$ cat src/rtl/lc4_iq_pkg.sv
// Shared definitions for the LC4 instruction queue and the memory-ordering selector.
package lc4_iq_pkg;
    localparam int IQ_DEPTH  = 4;
    localparam int IQ_IDX_W  = 2;
    localparam int IQ_INSN_W = 16;
    localparam int IQ_PC_W   = 16;

    typedef struct packed {
        logic [IQ_INSN_W-1:0] insn;
        logic [IQ_PC_W-1:0]   pc;
        logic                 valid;
        logic                 issue;
        logic                 commit;
    } iq_slot_t;
endpackage

$ cat src/rtl/lc4_insn_queue_if.sv
// Decode/issue/commit/retire bundle for lc4_insn_queue.
// LC4_IQ_DUAL_RETIRE_EN adds the second retire port.
interface lc4_insn_queue_if #(
    parameter int INSN_W = 16,
    parameter int PC_W   = 16
);
    logic              in_valid;
    logic [INSN_W-1:0] in_insn;
    logic [PC_W-1:0]   in_pc;
    logic              in_ready;
    logic              issue_en;
    logic [1:0]        issue_index;
    logic              commit_en;
    logic [1:0]        commit_index;
    logic              flush;
    logic [INSN_W-1:0] iq0_insn, iq1_insn, iq2_insn, iq3_insn;
    logic [PC_W-1:0]   iq0_pc, iq1_pc, iq2_pc, iq3_pc;
    logic [3:0]        iq_valid, iq_issue, iq_commit;
    logic [1:0]        iq_rd, iq_wr;
    logic [2:0]        iq_count;
    logic              retire_valid;
    logic [PC_W-1:0]   retire_pc;
`ifdef LC4_IQ_DUAL_RETIRE_EN
    logic              retire2_valid;
    logic [PC_W-1:0]   retire2_pc;
`endif

    modport master (
        output in_valid, in_insn, in_pc, issue_en, issue_index,
               commit_en, commit_index, flush,
        input  in_ready, iq0_insn, iq1_insn, iq2_insn, iq3_insn,
               iq0_pc, iq1_pc, iq2_pc, iq3_pc, iq_valid, iq_issue, iq_commit,
               iq_rd, iq_wr, iq_count, retire_valid, retire_pc
`ifdef LC4_IQ_DUAL_RETIRE_EN
        , input retire2_valid, retire2_pc
`endif
    );

    modport slave (
        input  in_valid, in_insn, in_pc, issue_en, issue_index,
               commit_en, commit_index, flush,
        output in_ready, iq0_insn, iq1_insn, iq2_insn, iq3_insn,
               iq0_pc, iq1_pc, iq2_pc, iq3_pc, iq_valid, iq_issue, iq_commit,
               iq_rd, iq_wr, iq_count, retire_valid, retire_pc
`ifdef LC4_IQ_DUAL_RETIRE_EN
        , output retire2_valid, retire2_pc
`endif
    );
endinterface

$ cat src/rtl/lc4_iq_slot.sv
// One queue entry: instruction/PC payload plus valid/issue/commit state.
module lc4_iq_slot
    import lc4_iq_pkg::*;
(
    input  logic                 clk,
    input  logic                 rst,
    input  logic                 i_flush,
    input  logic                 i_wr_en,
    input  logic [IQ_INSN_W-1:0] i_insn,
    input  logic [IQ_PC_W-1:0]   i_pc,
    input  logic                 i_issue_set,
    input  logic                 i_commit_set,
    input  logic                 i_retire_clr,
    output iq_slot_t             o_slot
);
    iq_slot_t r_slot;

    always_ff @(posedge clk) begin
        if (rst) begin
            r_slot <= '0;
        end else if (i_flush) begin
            // payload survives a flush; consumers qualify it with valid
            r_slot.valid  <= 1'b0;
            r_slot.issue  <= 1'b0;
            r_slot.commit <= 1'b0;
        end else if (i_wr_en) begin
            r_slot.insn   <= i_insn;
            r_slot.pc     <= i_pc;
            r_slot.valid  <= 1'b1;
            r_slot.issue  <= 1'b0;
            r_slot.commit <= 1'b0;
        end else if (i_retire_clr) begin
            r_slot.valid  <= 1'b0;
            r_slot.issue  <= 1'b0;
            r_slot.commit <= 1'b0;
        end else begin
            if (i_issue_set && r_slot.valid)
                r_slot.issue <= 1'b1;
            // commit checks the registered issue bit, so a same-cycle issue does not count
            if (i_commit_set && r_slot.valid && r_slot.issue)
                r_slot.commit <= 1'b1;
        end
    end

    assign o_slot = r_slot;
endmodule

$ cat src/rtl/lc4_insn_queue.sv
// Four-entry in-order-retire instruction queue for the OoO LC4 core.
// LC4_IQ_DUAL_RETIRE_EN enables retiring two committed head entries per cycle.
module lc4_insn_queue
    import lc4_iq_pkg::*;
#(
    parameter int INSN_W = IQ_INSN_W,
    parameter int PC_W   = IQ_PC_W
) (
    input  logic             clk,
    input  logic             rst,
    lc4_insn_queue_if.slave  io_q
);
    logic [IQ_IDX_W-1:0] r_rd, r_wr, w_rd1;
    logic [2:0]          r_cnt;
    logic                w_ready, w_enq, w_ret0, w_ret1;
    logic [INSN_W-1:0]   w_insn;
    logic [PC_W-1:0]     w_pc;
    iq_slot_t            w_slot [IQ_DEPTH];
    logic [3:0]          w_vld, w_iss, w_com;

    assign w_insn  = io_q.in_insn;
    assign w_pc    = io_q.in_pc;
    assign w_ready = (r_cnt != 3'd4);
    assign w_enq   = io_q.in_valid && w_ready && !io_q.flush && !rst;
    assign w_rd1   = r_rd + 2'd1;

    // head is eligible once its commit bit is registered; flush/rst suppress retire
    assign w_ret0 = w_slot[r_rd].valid && w_slot[r_rd].commit && !io_q.flush && !rst;
`ifdef LC4_IQ_DUAL_RETIRE_EN
    assign w_ret1 = w_ret0 && w_slot[w_rd1].valid && w_slot[w_rd1].commit;
`else
    assign w_ret1 = 1'b0;
`endif

    for (genvar g = 0; g < IQ_DEPTH; g++) begin : g_slot
        logic w_wr_en, w_iss_set, w_com_set, w_ret_clr;
        assign w_wr_en   = w_enq && (r_wr == IQ_IDX_W'(g));
        assign w_iss_set = io_q.issue_en && (io_q.issue_index == IQ_IDX_W'(g));
        assign w_com_set = io_q.commit_en && (io_q.commit_index == IQ_IDX_W'(g));
        assign w_ret_clr = (w_ret0 && (r_rd == IQ_IDX_W'(g))) ||
                           (w_ret1 && (w_rd1 == IQ_IDX_W'(g)));

        lc4_iq_slot u_slot (
            .clk          (clk),
            .rst          (rst),
            .i_flush      (io_q.flush),
            .i_wr_en      (w_wr_en),
            .i_insn       (w_insn),
            .i_pc         (w_pc),
            .i_issue_set  (w_iss_set),
            .i_commit_set (w_com_set),
            .i_retire_clr (w_ret_clr),
            .o_slot       (w_slot[g])
        );
    end

    always_ff @(posedge clk) begin
        if (rst || io_q.flush) begin
            r_rd  <= '0;
            r_wr  <= '0;
            r_cnt <= '0;
        end else begin
            r_wr  <= r_wr + {1'b0, w_enq};
            r_rd  <= r_rd + {1'b0, w_ret0} + {1'b0, w_ret1};
            r_cnt <= r_cnt + {2'b0, w_enq} - {2'b0, w_ret0} - {2'b0, w_ret1};
        end
    end

    always_comb begin
        w_vld = '0;
        w_iss = '0;
        w_com = '0;
        for (int k = 0; k < IQ_DEPTH; k++) begin
            w_vld[k] = w_slot[k].valid;
            w_iss[k] = w_slot[k].issue;
            w_com[k] = w_slot[k].commit;
        end
    end

    assign io_q.in_ready     = w_ready;
    assign io_q.iq0_insn     = w_slot[0].insn;
    assign io_q.iq1_insn     = w_slot[1].insn;
    assign io_q.iq2_insn     = w_slot[2].insn;
    assign io_q.iq3_insn     = w_slot[3].insn;
    assign io_q.iq0_pc       = w_slot[0].pc;
    assign io_q.iq1_pc       = w_slot[1].pc;
    assign io_q.iq2_pc       = w_slot[2].pc;
    assign io_q.iq3_pc       = w_slot[3].pc;
    assign io_q.iq_valid     = w_vld;
    assign io_q.iq_issue     = w_iss;
    assign io_q.iq_commit    = w_com;
    assign io_q.iq_rd        = r_rd;
    assign io_q.iq_wr        = r_wr;
    assign io_q.iq_count     = r_cnt;
    assign io_q.retire_valid = w_ret0;
    assign io_q.retire_pc    = w_ret0 ? w_slot[r_rd].pc : '0;
`ifdef LC4_IQ_DUAL_RETIRE_EN
    assign io_q.retire2_valid = w_ret1;
    assign io_q.retire2_pc    = w_ret1 ? w_slot[w_rd1].pc : '0;
`endif
endmodule

$ cat src/flat_wrapper.sv
// flat-port wrapper written by rule: the top's interface ports become plain ports
module lc4_insn_queue_flat import lc4_iq_pkg::*;
#(
    parameter int INSN_W = IQ_INSN_W,
    parameter int PC_W   = IQ_PC_W
)
  (clk, rst, io_q_in_valid, io_q_in_insn, io_q_in_pc, io_q_issue_en, io_q_issue_index, io_q_commit_en, io_q_commit_index, io_q_flush, io_q_in_ready, io_q_iq0_insn, io_q_iq1_insn, io_q_iq2_insn, io_q_iq3_insn, io_q_iq0_pc, io_q_iq1_pc, io_q_iq2_pc, io_q_iq3_pc, io_q_iq_valid, io_q_iq_issue, io_q_iq_commit, io_q_iq_rd, io_q_iq_wr, io_q_iq_count, io_q_retire_valid, io_q_retire_pc);
  lc4_insn_queue_if #(.INSN_W(INSN_W), .PC_W(PC_W)) io_q_i ();
  input  logic clk;
  input  logic rst;
  input wire logic [$bits(io_q_i.in_valid)-1:0] io_q_in_valid;
  input wire logic [$bits(io_q_i.in_insn)-1:0] io_q_in_insn;
  input wire logic [$bits(io_q_i.in_pc)-1:0] io_q_in_pc;
  input wire logic [$bits(io_q_i.issue_en)-1:0] io_q_issue_en;
  input wire logic [$bits(io_q_i.issue_index)-1:0] io_q_issue_index;
  input wire logic [$bits(io_q_i.commit_en)-1:0] io_q_commit_en;
  input wire logic [$bits(io_q_i.commit_index)-1:0] io_q_commit_index;
  input wire logic [$bits(io_q_i.flush)-1:0] io_q_flush;
  output wire logic [$bits(io_q_i.in_ready)-1:0] io_q_in_ready;
  output wire logic [$bits(io_q_i.iq0_insn)-1:0] io_q_iq0_insn;
  output wire logic [$bits(io_q_i.iq1_insn)-1:0] io_q_iq1_insn;
  output wire logic [$bits(io_q_i.iq2_insn)-1:0] io_q_iq2_insn;
  output wire logic [$bits(io_q_i.iq3_insn)-1:0] io_q_iq3_insn;
  output wire logic [$bits(io_q_i.iq0_pc)-1:0] io_q_iq0_pc;
  output wire logic [$bits(io_q_i.iq1_pc)-1:0] io_q_iq1_pc;
  output wire logic [$bits(io_q_i.iq2_pc)-1:0] io_q_iq2_pc;
  output wire logic [$bits(io_q_i.iq3_pc)-1:0] io_q_iq3_pc;
  output wire logic [$bits(io_q_i.iq_valid)-1:0] io_q_iq_valid;
  output wire logic [$bits(io_q_i.iq_issue)-1:0] io_q_iq_issue;
  output wire logic [$bits(io_q_i.iq_commit)-1:0] io_q_iq_commit;
  output wire logic [$bits(io_q_i.iq_rd)-1:0] io_q_iq_rd;
  output wire logic [$bits(io_q_i.iq_wr)-1:0] io_q_iq_wr;
  output wire logic [$bits(io_q_i.iq_count)-1:0] io_q_iq_count;
  output wire logic [$bits(io_q_i.retire_valid)-1:0] io_q_retire_valid;
  output wire logic [$bits(io_q_i.retire_pc)-1:0] io_q_retire_pc;
  assign io_q_i.in_valid = io_q_in_valid;
  assign io_q_i.in_insn = io_q_in_insn;
  assign io_q_i.in_pc = io_q_in_pc;
  assign io_q_i.issue_en = io_q_issue_en;
  assign io_q_i.issue_index = io_q_issue_index;
  assign io_q_i.commit_en = io_q_commit_en;
  assign io_q_i.commit_index = io_q_commit_index;
  assign io_q_i.flush = io_q_flush;
  assign io_q_in_ready = io_q_i.in_ready;
  assign io_q_iq0_insn = io_q_i.iq0_insn;
  assign io_q_iq1_insn = io_q_i.iq1_insn;
  assign io_q_iq2_insn = io_q_i.iq2_insn;
  assign io_q_iq3_insn = io_q_i.iq3_insn;
  assign io_q_iq0_pc = io_q_i.iq0_pc;
  assign io_q_iq1_pc = io_q_i.iq1_pc;
  assign io_q_iq2_pc = io_q_i.iq2_pc;
  assign io_q_iq3_pc = io_q_i.iq3_pc;
  assign io_q_iq_valid = io_q_i.iq_valid;
  assign io_q_iq_issue = io_q_i.iq_issue;
  assign io_q_iq_commit = io_q_i.iq_commit;
  assign io_q_iq_rd = io_q_i.iq_rd;
  assign io_q_iq_wr = io_q_i.iq_wr;
  assign io_q_iq_count = io_q_i.iq_count;
  assign io_q_retire_valid = io_q_i.retire_valid;
  assign io_q_retire_pc = io_q_i.retire_pc;
  lc4_insn_queue #(.INSN_W(INSN_W), .PC_W(PC_W)) u_core (.clk(clk), .rst(rst), .io_q(io_q_i));
endmodule
$ cat config.mk
export PLATFORM = sky130hd
export DESIGN_NAME = lc4_insn_queue_flat
export DESIGN_NICKNAME = d
export VERILOG_FILES = /design/src/rtl/lc4_iq_pkg.sv /design/src/rtl/lc4_insn_queue_if.sv /design/src/rtl/lc4_iq_slot.sv /design/src/rtl/lc4_insn_queue.sv /design/src/flat_wrapper.sv
export SDC_FILE = /design/constraint.sdc
export NUM_CORES = 1
export LEC_CHECK = 0
export CAP_MARGIN = 25
export CORE_ASPECT_RATIO = 1.75
export CORE_MARGIN = 5
export CORE_UTILIZATION = 45
export DETAILED_ROUTE_END_ITERATION = 8
export GPL_ROUTABILITY_DRIVEN = 0
export PLACE_DENSITY = 0.8
export SLEW_MARGIN = 20
export SYNTH_ARGS = -nofsm -noshare
export SYNTH_HDL_FRONTEND = slang
export SYNTH_SLANG_ARGS = --single-unit
$ cat constraint.sdc
create_clock -name clk -period 5.5 [get_ports clk]
set_clock_uncertainty 0.05 [all_clocks]
set_input_delay 1.1 -clock clk [delete_from_list [all_inputs] [get_ports clk]]
set_output_delay 1.1 -clock clk [all_outputs]
set_load 0.02 [all_outputs]
==> impl_metrics.tcl <==
# yosys + openroad results
set metrics [dict create \
    synthTopCellsByCount "dfxtp_1, o311ai_0, o21ai_1" \
    grt_max_degree 120 \
    ys_sh_aoi_pct 24.27 \
    drv_cap 0 \
    drt_iter0_drc 367 \
    post_cts_resized 0 \
    ff_type "dfxtp_1" \
    worst-path-buf-inv 3 \
    grtUsageTotal_pct 25.27 \
    clock_sinks 147 \
    intPower_mw 1.935 \
    grt_pass1_wl_um 33080 \
    die_y_um 165.9 \
    critPathLaunch "rst" \
    synth_nets 687 \
    synth_top_area_share_pct 47.06 \
    cp_top_family "buffers and inverters" \
    logic_family "AND-OR/OR-AND gates" \
    clock_buffers 20 \
    finalCritPeriodShare_pct 75.43 \
    setup_ws_ns 1.351 \
    wl_met3_um 1445 \
    fin_util_pct 64.79 \
    highest_layer "met4" \
    grt_remaining_overflow 0 \
    path_cells "clkdlybuf4s50_1 > nor2_2 > buf_4 > nand2_1 > nor2_1 > clkdlybuf4s50_1" \
    clkPwrFrac_pct 49.7 \
    place_area_um2 8263 \
    clockRootBuffer "clkbuf_16" \
    ys_sh_xor_pct 0.5602 \
    logic_gates 380 \
    chipWidth_um 99.11 \
    warning_count 27 \
    comb-power_mw 0.161 \
    seq_power_share_pct 43.9 \
    n_all_buffers 217 \
    status "completed" \
    dp.cells 959 \
    rsz0062_at_grt "false" \
    clk_pin_slew_ns 0.06 \
    min_path_cells 2 \
    final.min_clock_period_ns 4.149 \
    path_max_fanout 27 \
    fin_cells 992 \
    async_flop_share_pct 0 \
    rr_worst_depth 11 \
    ys_warn_count 0 \
    drv_slew 0 \
    synthCells 640 \
    rr_startpoint "u_core.g_slot[0].u_slot.o_slot[2]" \
    synth.yosys.seq_area_share_pct 47.06 \
    crit_top_cell "clkdlybuf4s50_1" \
    clkCellAreaFrac_pct 7.127 \
    synth_area_um2 6253 \
    required_ns 4.35 \
    cts_tree "done" \
    cts_made_buffers 17 \
    setup_violations 0 \
    drive_gt1_share_pct 10.18 \
    edf_count 0 \
    powerClk_mw 1.24 \
    hold_buffers 0 \
    rrSetupSlack_ns 2.43 \
    slowest_delay_ns 0.65 \
    max-vdd-ir-drop_uv 206.4 \
    nNonClkInverters 39 \
    die-area_um2 16450 \
    layout.nonclk_buf_share_pct 24.41 \
    area_leaders "dfxtp_1, o311ai_0, mux4_2" \
]
Met1 routing:
Scale bar: 20 um. Supply wires on this layer in grey.
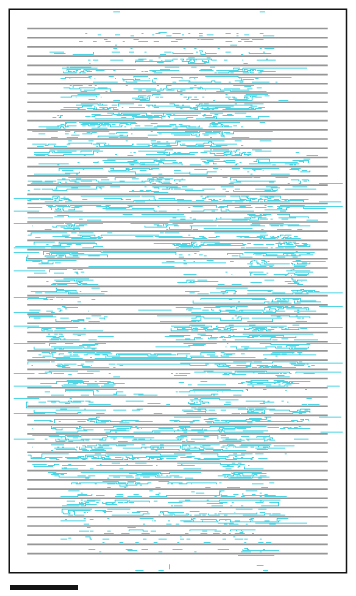
longest straight run	34.5 um
nets with wire on the layer	756
wire length on this layer	7550 um
share of all routed wire	36%
main direction	horizontal
Vias: 5983
drt total wl: 20990 um
met1 GRT Util: 27.39%

Met2 routing:
Cells faint in the background.
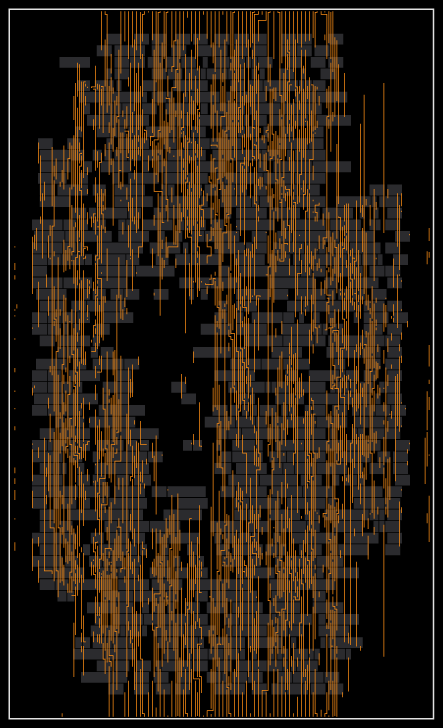
share of all routed wire	53%
wire length on this layer	11100 um
nets with wire on the layer	768
main direction	vertical
longest straight run	57.3 um
met2 usage: 43.91%

Metal 3:
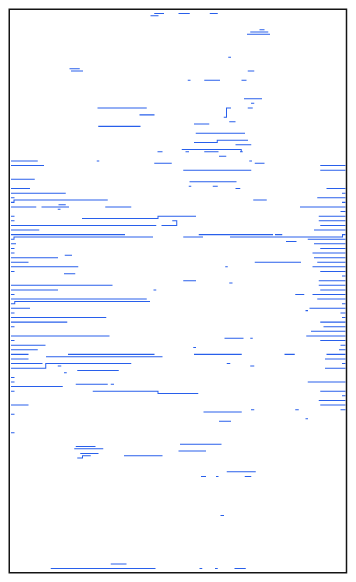
longest straight run	42.5 um
nets with wire on the layer	140
share of all routed wire	6.9%
main direction	horizontal
met3 usage in global routing: 6.810%

Signal wires on met4:
Supply wires on this layer in grey.
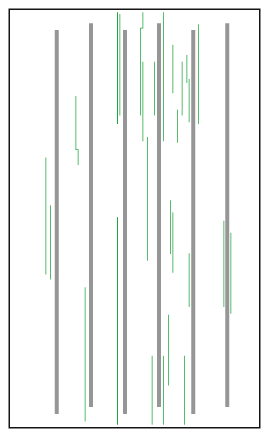
wire length on this layer	879 um
longest straight run	82.3 um

